**src/rtl/serial_cmp_ctrl.sv**
```systemverilog
`default_nettype none
// ============================================================================
//  Module   : serial_cmp_ctrl
//  Brief    : Sequential unsigned magnitude comparator. Walks the operands
//             MSB-first one 2-bit digit pair per cycle through a single
//             2-bit greater-than slice evaluated in both directions, and
//             stops at the first differing digit. Start/done handshake.
//  Revision : 1.0 - initial release
// ============================================================================
module serial_cmp_ctrl #(
  parameter int WIDTH = 8,                    // must be even and >= 2
  parameter int CW    = $clog2(WIDTH/2) + 1   // width of digits_used
) (
  input  logic             clk,
  input  logic             rst,
  input  logic             start,
  input  logic [WIDTH-1:0] a,
  input  logic [WIDTH-1:0] b,
  output logic             busy,
  output logic             done,
  output logic             gt,
  output logic             eq,
  output logic             lt,
  output logic [CW-1:0]    digits_used
);

  localparam int DIGITS = WIDTH / 2;
  // Digit index width; a single-digit operand still needs a 1-bit index.
  localparam int IW     = (DIGITS > 1) ? $clog2(DIGITS) : 1;

  localparam logic [IW-1:0] IDX_MAX   = IW'(DIGITS - 1);
  localparam logic [CW-1:0] DIGITS_CW = CW'(DIGITS);

  localparam logic [1:0] S_IDLE = 2'd0;
  localparam logic [1:0] S_RUN  = 2'd1;
  localparam logic [1:0] S_DONE = 2'd2;

  // 2-bit unsigned greater-than slice: x > y.
  function automatic logic gt2(input logic [1:0] x, input logic [1:0] y);
    return (x[1] & ~y[1]) | ((x[1] ~^ y[1]) & x[0] & ~y[0]);
  endfunction

  logic [1:0]       state_q, state_d;
  logic [WIDTH-1:0] ra_q, ra_d;
  logic [WIDTH-1:0] rb_q, rb_d;
  logic [IW-1:0]    idx_q, idx_d;
  logic             gt_q, gt_d;
  logic             eq_q, eq_d;
  logic             lt_q, lt_d;
  logic [CW-1:0]    du_q, du_d;

  // Latched operands viewed as arrays of 2-bit digits.
  logic [1:0] ra_dig [DIGITS];
  logic [1:0] rb_dig [DIGITS];

  for (genvar gi = 0; gi < DIGITS; gi++) begin : g_digit
    assign ra_dig[gi] = ra_q[2*gi +: 2];
    assign rb_dig[gi] = rb_q[2*gi +: 2];
  end

  logic [1:0] dig_a;
  logic [1:0] dig_b;
  logic       a_gt_b;
  logic       b_gt_a;
  logic       last_digit;
  logic       decided;

  // The one slice is evaluated with its inputs swapped for the b>a direction.
  assign dig_a      = ra_dig[idx_q];
  assign dig_b      = rb_dig[idx_q];
  assign a_gt_b     = gt2(dig_a, dig_b);
  assign b_gt_a     = gt2(dig_b, dig_a);
  assign last_digit = (idx_q == '0);
  assign decided    = a_gt_b | b_gt_a | last_digit;

  // State register.
  always_ff @(posedge clk) begin
    if (rst) begin
      state_q <= S_IDLE;
    end else begin
      state_q <= state_d;
    end
  end

  // Next-state logic: RUN leaves on the first differing digit or after the LSB digit.
  always_comb begin
    state_d = state_q;
    case (state_q)
      S_IDLE:  if (start) state_d = S_RUN;
      S_RUN:   if (decided) state_d = S_DONE;
      S_DONE:  state_d = S_IDLE;
      default: state_d = S_IDLE;
    endcase
  end

  // State-decoded handshake outputs.
  always_comb begin
    busy = 1'b0;
    done = 1'b0;
    case (state_q)
      S_RUN:   busy = 1'b1;
      S_DONE:  begin
        busy = 1'b1;
        done = 1'b1;
      end
      default: begin
        busy = 1'b0;
        done = 1'b0;
      end
    endcase
  end

  // Datapath next values: operand capture on accept, digit walk and result update in RUN.
  always_comb begin
    ra_d  = ra_q;
    rb_d  = rb_q;
    idx_d = idx_q;
    gt_d  = gt_q;
    eq_d  = eq_q;
    lt_d  = lt_q;
    du_d  = du_q;
    case (state_q)
      S_IDLE: begin
        if (start) begin
          ra_d  = a;
          rb_d  = b;
          idx_d = IDX_MAX;
          gt_d  = 1'b0;
          eq_d  = 1'b0;
          lt_d  = 1'b0;
          du_d  = '0;
        end
      end
      S_RUN: begin
        if (a_gt_b) begin
          gt_d = 1'b1;
        end else if (b_gt_a) begin
          lt_d = 1'b1;
        end else if (last_digit) begin
          eq_d = 1'b1;
        end else begin
          idx_d = idx_q - IW'(1);
        end
        // idx counts down from the MSB digit, so pairs examined = DIGITS - idx.
        if (decided) begin
          du_d = DIGITS_CW - CW'(idx_q);
        end
      end
      default: begin
        ra_d = ra_q;
      end
    endcase
  end

  // Datapath registers; results hold until the next accepted start.
  always_ff @(posedge clk) begin
    if (rst) begin
      ra_q  <= '0;
      rb_q  <= '0;
      idx_q <= '0;
      gt_q  <= 1'b0;
      eq_q  <= 1'b0;
      lt_q  <= 1'b0;
      du_q  <= '0;
    end else begin
      ra_q  <= ra_d;
      rb_q  <= rb_d;
      idx_q <= idx_d;
      gt_q  <= gt_d;
      eq_q  <= eq_d;
      lt_q  <= lt_d;
      du_q  <= du_d;
    end
  end

  assign gt          = gt_q;
  assign eq          = eq_q;
  assign lt          = lt_q;
  assign digits_used = du_q;

endmodule
`default_nettype wire
```
**config.mk**
```make
export PLATFORM = sky130hd
export DESIGN_NAME = serial_cmp_ctrl
export DESIGN_NICKNAME = d
export VERILOG_FILES = /design/src/rtl/serial_cmp_ctrl.sv
export SDC_FILE = /design/constraint.sdc
export NUM_CORES = 1
export LEC_CHECK = 0
export CAP_MARGIN = 20
export CORE_UTILIZATION = 50
export DETAILED_ROUTE_END_ITERATION = 8
export GPL_ROUTABILITY_DRIVEN = 0
export HOLD_SLACK_MARGIN = 0.06
export PLACE_DENSITY = 0.78
export SYNTH_ARGS = -nofsm -noshare
export SYNTH_HDL_FRONTEND = slang
export SYNTH_SLANG_ARGS = --single-unit
```
**constraint.sdc**
```tcl
create_clock -name clk -period 3.38 [get_ports clk]
set_input_delay 0.338 -clock clk [delete_from_list [all_inputs] [get_ports clk]]
set_output_delay 0.338 -clock clk [all_outputs]
set_load 0.01 [all_outputs]
```
Figure 1. Drive-strength map (run 1).
(10 px per um)
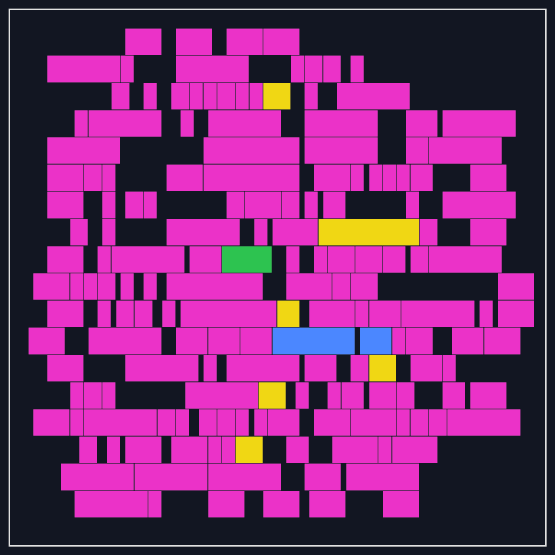
legend:
  green:
    size: drive 6 and up
    cells: 1
  blue:
    size: drive 2
    cells: 2
  magenta:
    size: drive 1 or less
    cells: 162
  yellow:
    size: drive 3 to 4
    cells: 6

Figure 2. Metal 3 (run 1).
(10 px per um)
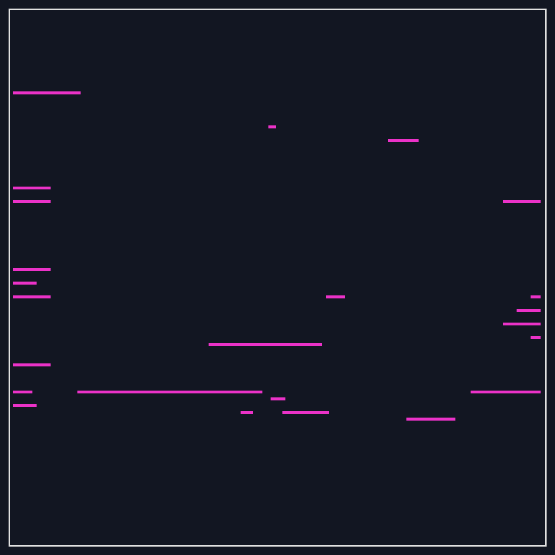
share of all routed wire: 3.6%
wire length on this layer: 91.3 um
main direction: horizontal
longest straight run: 18.2 um

Figure 3. Clock routing (run 1).
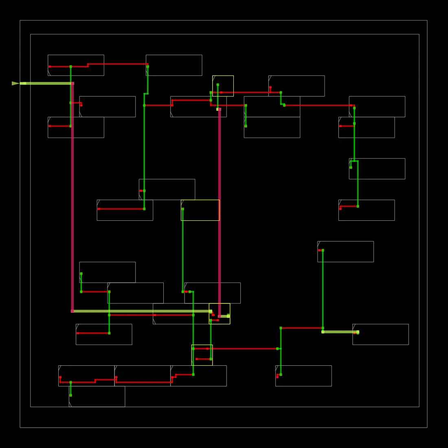
Clock Skews: 0.00679 ns
CTS Buf Count: 3
clock network power: 0.159 mW
clk sinks: 26

Figure 4. Routed metal per tile (run 1).
(8 px per um) The die is cut into 11 by 11 equal tiles; black is low, pale yellow is high, scaled to the fullest tile. Values are wire area over tile area, all layers added.
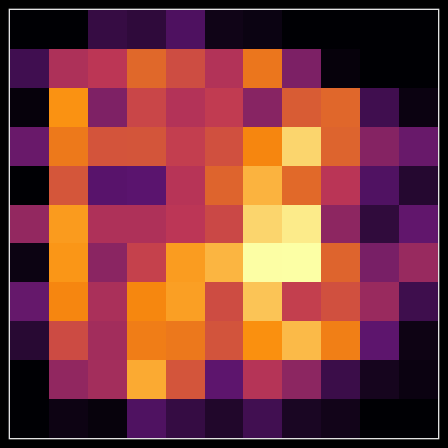
tiles over half the peak: 39%
fullest tile: 0.36
nearly empty tiles: 13%
emptiest ninth of the die: top right
densest ninth of the die: middle

==> results.py, run 1 <==
# Metrics from the implementation run
metrics = {
    "worst_setup_path": {
        "ff2ff_setup_slack_ns": 0.86,
        "cp-end-kind": "flop",
        "crit_fanout": 6,
        "reg2reg_from": "idx_q[0]$_SDFFE_PP0P_",
        "cp-endpoint": "digits_used[0]$_SDFFE_PP0P_",
        "cp.depth": 6,
        "critPathKind": "flop to flop",
        "cp.required_ns": 3.61,
        "crit_chain": "mux4_1 -> ha_1 -> or4_1 -> a21o_2 -> a211o_1 -> o41ai_1",
        "arrival_ns": 2.75,
        "slowest_stage": "mux4_1",
        "r2r_cells": 6,
        "critPathBufInv": 0,
        "start_kind": "flop",
        "critPathLaunch": "idx_q[0]$_SDFFE_PP0P_",
        "cpPeakStageDelay_ns": 0.62,
    },
    "logic_synthesis": {
        "synth_flops": 26,
        "compound_area_share_pct": 19.5,
        "async_reset_ff_share_pct": 0,
        "flop_cell": "dfxtp_1",
        "synth_area_leader_cell": "dfxtp_1",
        "synth-xor-area-share_pct": 2.64,
        "syn_area_per_cell_um2": 8.84,
        "synth_seq_share_pct": 39.2,
        "yosysUniqueCellTypes": 35,
        "synth_top_area_share_pct": 39.2,
        "top_cells_by_count": "nand2_1, dfxtp_1, a21oi_1",
        "syn_area_mm2": 0.00133,
        "synth.area.mux_share_pct": 10.4,
        "synth.top_cells.by_area": "dfxtp_1, nand2_1, mux4_1, a21oi_1, ha_1",
        "synth.most_common_cell": "nand2_1",
        "ys_area_mm2": 0.00133,
        "synth_nets": 175,
        "logic_family": "AND-OR/OR-AND gates",
    },
    "final_timing": {
        "fin_tns_setup_ns": 0,
        "tightest_slew_ns": 0.962,
        "final-hold-violation-count": 0,
        "grt_setup_unrepaired": "false",
        "finalClockPeriodUsage_pct": 74.6,
        "clock.fmax_ghz": 0.396,
        "slew_headroom_pct": 35.7,
        "finalSetupViolations": 0,
        "period_minus_slack_ns": 2.52,
        "layout_setup_ws_ns": 0.857,
        "finalMaxSlewViolations": 0,
    },
    "routing": {
        "routed_wl_mm": 2.56,
        "drcViolationCount": 0,
        "drtIter0Drc": 19,
        "routedWlPerCell_um": 12.8,
        "viasPerCell": 5.44,
        "drt_pass1_iterations": 4,
        "ant_nets": 0,
        "vias": 1094,
    },
    "outcome": {
        "status": "complete, no violations",
    },
    "clocking": {
        "clkLatencyLatePin_ns": 0.33,
        "post_cts_resize_count": 0,
        "root_buffer": "clkbuf_4",
        "clk_pin_slew_worst_paths_ns": 0.14,
        "cts_max_level": 1,
    },
    "flow_run": {
        "warning_count": 29,
    },
    "global_routing": {
        "antenna_found_initial": 0,
        "grt_pass1_wl_mm": 4.27,
        "grt_max_degree": 29,
    },
    "hold_path": {
        "holdCritPathClass": "flop to flop",
    },
    "die": {
        "rows": 18,
        "fp_util_pct": 53.1,
        "fp.dieH_um": 53.5,
        "boundaryPins": 27,
    },
    "layout": {
        "antennaDiodeCount": 0,
        "final_nets": 197,
        "area_growth_pct": 22.1,
        "stdcell_count": 201,
        "drive_above_1_share_pct": 5.26,
    },
    "pwr": {
        "peakVddDrop_uv": 310,
        "powerDensity_mw_per_mm2": 499,
        "power_mw": 0.807,
        "p_leak_nw": 0.622,
    },
    "place": {
        "port_buffers": 26,
        "place_hpwl_mm": 1.93,
        "place_ws_ns": 0.899,
    },
}
run 1: final cells by class:
| type | instances | area, um2 |
|---|---|---|
| Multi-Input combinational cell | 104 | 717 |
| Tap cell | 30 | 37.5 |
| Timing Repair Buffer | 27 | 268 |
| Clock buffer | 4 | 36.3 |
| Sequential cell | 26 | 520 |
| Inverter | 10 | 40.0 |
| Fill cell | 210 | 881 |
run 1: how the worst min path moves through the flow:
stage | start | to | cells past startpoint
2_1_floorplan | ra_q[3]$_SDFFE_PP0P_ | ra_q[3]$_SDFFE_PP0P_ | 2
3_3_place_gp | ra_q[1]$_SDFFE_PP0P_ | ra_q[1]$_SDFFE_PP0P_ | 2
3_5_place_dp | ra_q[1]$_SDFFE_PP0P_ | ra_q[1]$_SDFFE_PP0P_ | 2
4_1_cts | ra_q[1]$_SDFFE_PP0P_ | ra_q[1]$_SDFFE_PP0P_ | 2
5_1_grt | ra_q[1]$_SDFFE_PP0P_ | ra_q[1]$_SDFFE_PP0P_ | 2
6_report | ra_q[3]$_SDFFE_PP0P_ | ra_q[3]$_SDFFE_PP0P_ | 2
run 1: report_power, final:
group / switching (mW) / total [mW] / internal (mW) / leakage (nW)
Clock: 0.0929 / 0.159 / 0.0660 / 0.0210
Combinational: 0.145 / 0.279 / 0.134 / 0.388
Sequential: 0.0299 / 0.369 / 0.340 / 0.213
run 1: logic make-up after synthesis:
family	after synthesis
AOI/OAI and AO/OA	38
DFF	26
and+or+nand+nor	50
muxes	6
xor gates and xnor gates	4
adders and majority gates	6
buffers and inverters	20
run 1: per-stage QoR:
| step | hold WS, ns | cell area, um2 |
|---|---|---|
| 4_1_cts | 0.469 | 1610 |
| 3_3_place_gp | 0.446 | 1580 |
| 6_report | 0.468 | 1620 |
| 3_5_place_dp | 0.451 | 1580 |
| 2_1_floorplan | 0.432 | 1330 |
| 5_1_grt | 0.480 | 1620 |
run 1: registers in the layout, indices dropped and copies added (netlist names):
signal and cells:
state_q 2, eq 1, ra_q 8, gt 1, idx_q 2, digits_used 3, lt 1, rb_q 8
run 1: metal layers:
layer | global-route usage, % | part of all wire, % | vias to the layer above
met4 | 14.0 | 2.7 | 0
met2 | 36.0 | 49 | 27
li1 | - | - | 563
met5 | 0 | 0 | -
met3 | 2.87 | 3.5 | 6
met1 | 24.7 | 45 | 498
run 1: worst reg2reg max path, delay by kind of cell (launching register included):
family,cells,cell delay [ns]
AOI/OAI and AO/OA,3,0.57
adders and majority gates,1,0.26
DFF,1,0.48
muxes,1,0.62
and+or+nand+nor,1,0.51
run 1: cells in the final DEF (no fill, tap or decap), drive strengths merged, types with 2 or more instances in the layout:
| cell | synthesis | routed |
|---|---|---|
| nor3 | 3 | 3 |
| a211oi | 2 | 2 |
| dfxtp | 26 | 26 |
| a211o | 2 | 2 |
| o21ai | 3 | 3 |
| inv | 10 | 10 |
| clkbuf | 6 | 5 |
| a31oi | 3 | 3 |
| nor2 | 3 | 3 |
| nand2 | 38 | 38 |
| xor2 | 4 | 4 |
| a21oi | 19 | 19 |
| mux4 | 5 | 5 |
| clkdlybuf4s50 | 0 | 26 |
| ha | 6 | 6 |
--- run 2 (diff from run 1) ---
==> constraint.sdc (replaced) <==
create_clock -name clk -period 2.4 [get_ports clk]
set_input_delay 0.24 -clock clk [delete_from_list [all_inputs] [get_ports clk]]
set_output_delay 0.24 -clock clk [all_outputs]
set_load 0.01 [all_outputs]
Figure 5. Sequential cells coloured by netlist name (run 2).
(8 px per um) Other sequential cells in the stronger grey, the rest of the logic in the fainter grey.
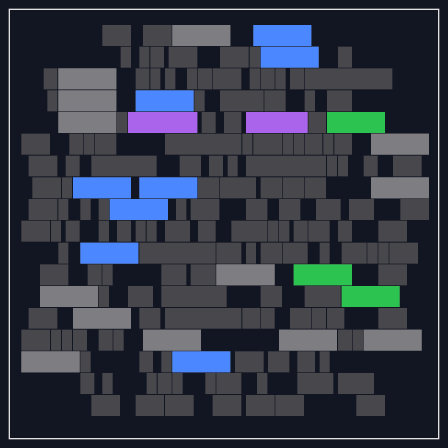
legend:
  green:
    signal: digits_used
    placed_flops: 3
  blue:
    signal: ra_q
    placed_flops: 8
  purple:
    signal: idx_q
    placed_flops: 2
not coloured: 13

==> run 2 against run 1 <==
Net effect:
- sequential share of layout area fell by 0.94 points
- wire length rose by 11%
- combinational power rose by 54%
- critical path type unchanged
==> results.py, run 2 <==
# Metrics from the implementation run
metrics = {
    "routing": {
        "drt_pass1_iterations": 4,
        "drtIter0Drc": 28,
        "drcViolationCount": 0,
        "viasPerCell": 5.48,
        "vias": 1135,
        "routedWlPerCell_um": 13.7,
        "ant_nets": 0,
    },
    "final_timing": {
        "finalSetupViolations": 0,
        "period_minus_slack_ns": 2.27,
        "finalMaxSlewViolations": 0,
        "whs_ns": 0.439,
        "clock.fmax_ghz": 0.440,
        "tightest_slew_ns": 0.668,
        "finalClockPeriodUsage_pct": 94.6,
        "fin_skew_ns": 0.00727,
    },
    "logic_synthesis": {
        "syn_area_per_cell_um2": 8.84,
        "ys_area_mm2": 0.00133,
        "synth.most_common_cell": "nand2_1",
        "synth_area_leader_cell": "dfxtp_1",
        "synth_seq_share_pct": 39.2,
        "async_reset_ff_share_pct": 0,
        "top_cells_by_count": "nand2_1, dfxtp_1, a21oi_1",
        "synth_top_area_share_pct": 39.2,
        "synth_flops": 26,
    },
    "worst_setup_path": {
        "slowest_stage": "mux4_2",
        "critPathKind": "flop to flop",
        "cp.required_ns": 2.62,
        "arrival_ns": 2.49,
        "crit_fanout": 6,
        "start_kind": "flop",
    },
    "die": {
        "boundaryPins": 27,
        "rows": 18,
    },
    "layout": {
        "drive_above_1_share_pct": 10.7,
        "final_design_area_no_fill_mm2": 0.00168,
        "final_cell_mix": "nand2_1, clkdlybuf4s50_1, dfxtp_1",
        "final_common_cell": "nand2_1",
        "antennaDiodeCount": 0,
    },
    "pwr": {
        "power_mw": 1.25,
        "p_leak_nw": 0.652,
    },
    "clocking": {
        "clkSinkCount": 26,
        "cts_max_level": 1,
    },
    "place": {
        "place_hpwl_mm": 2.18,
        "port_buffers": 26,
    },
    "outcome": {
        "status": "complete, no violations",
    },
    "hold_path": {
        "holdCritPathClass": "input port to flop",
    },
}
Figure 6. Routed metal per tile (run 2).
(8 px per um) The die is cut into 11 by 11 equal tiles; black is low, pale yellow is high, scaled to the fullest tile. Values are wire area over tile area, all layers added.
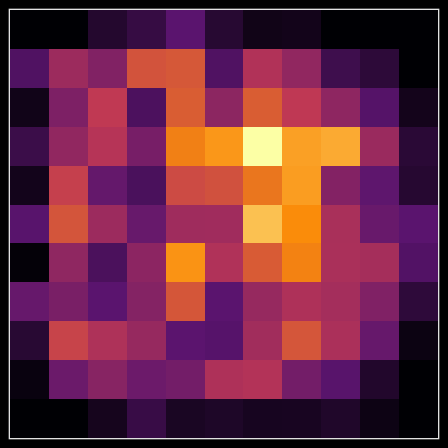
densest ninth of the die: middle
tiles over half the peak: 21%
mean over tiles: 0.15
nearly empty tiles: 9.1%
fullest tile: 0.48

## run 2: netlist changes by cell type in the layout (fill, tap and decap cells not counted), sizes merged
cell / previous run / this run
buf: 0 / 7
bufinv: 0 / 1
clkbuf: 5 / 3
## run 2: stage by stage
step                      setup slack (ns)  instances  util (%)
final                                0.130        207      67.4
after global routing               0.00785        207      67.4
after CTS                           0.0271        207      67.3
after detailed placement           0.00344        203      65.1
after global placement               0.102        203      65.1
after floorplan                     0.0268        150         -
## run 2: cell type report
| class | count | area (um2) | area share [%] |
|---|---|---|---|
| Timing Repair Buffer | 33 | 313 | 18.6 |
| Inverter | 10 | 40.0 | 2.38 |
| Tap cell | 30 | 37.5 | 2.23 |
| Sequential cell | 26 | 526 | 31.2 |
| Clock inverter | 1 | 30.0 | 1.78 |
| Clock buffer | 3 | 22.5 | 1.34 |
| Multi-Input combinational cell | 104 | 716 | 42.5 |
## run 2: path summary, 6_finish.rpt
kind / startpoint / end / slack, ns / depth (start not counted)
setup / recovery: idx_q[0]$_SDFFE_PP0P_ / digits_used[0]$_SDFFE_PP0P_ / 0.13 / 6
hold / removal: b[4] / rb_q[4]$_SDFFE_PP0P_ / 0.44 / 3
hold reg to reg: rb_q[3]$_SDFFE_PP0P_ / rb_q[3]$_SDFFE_PP0P_ / 0.47 / 2
setup reg to reg: idx_q[0]$_SDFFE_PP0P_ / digits_used[0]$_SDFFE_PP0P_ / 0.13 / 6
## run 2: logic make-up after synthesis
kind of cell    synth area share, %
fa+ha+maj                      5.66
simple gates                   15.9
xor+xnor                       2.64
buf+inv                        6.70
compound gates                 19.5
flops                          39.2
mux                            10.4
## run 2: worst max-delay path: cells and delay by family (launching register included)
family	cells	cell delay, ns
compound gates	3	0.56
mux	1	0.52
simple gates	1	0.49
flops	1	0.39
fa+ha+maj	1	0.20
## run 2: repair_timing
item	CTS	global route
resized	1	4
endpoints found under the hold margin	0	0
setup endpoints to repair	2	5
## run 2: routing by layer
| layer | global-route usage [%] | share of wire [%] | vias up |
|---|---|---|---|
| li1 | - | - | 576 |
| met1 | 26.5 | 44 | 526 |
| met2 | 41.0 | 51 | 29 |
| met3 | 6.32 | 4.0 | 4 |
| met4 | 7.46 | 0.67 | 0 |
| met5 | 0 | 0 | - |
## run 2: power by group
group          internal, mW  switching (mW)  total, mW
sequential            0.481          0.0423      0.523
combinational         0.210           0.220      0.430
clock                 0.169           0.132      0.301
No activity file was given, so power comes from the tool's default toggle rates.
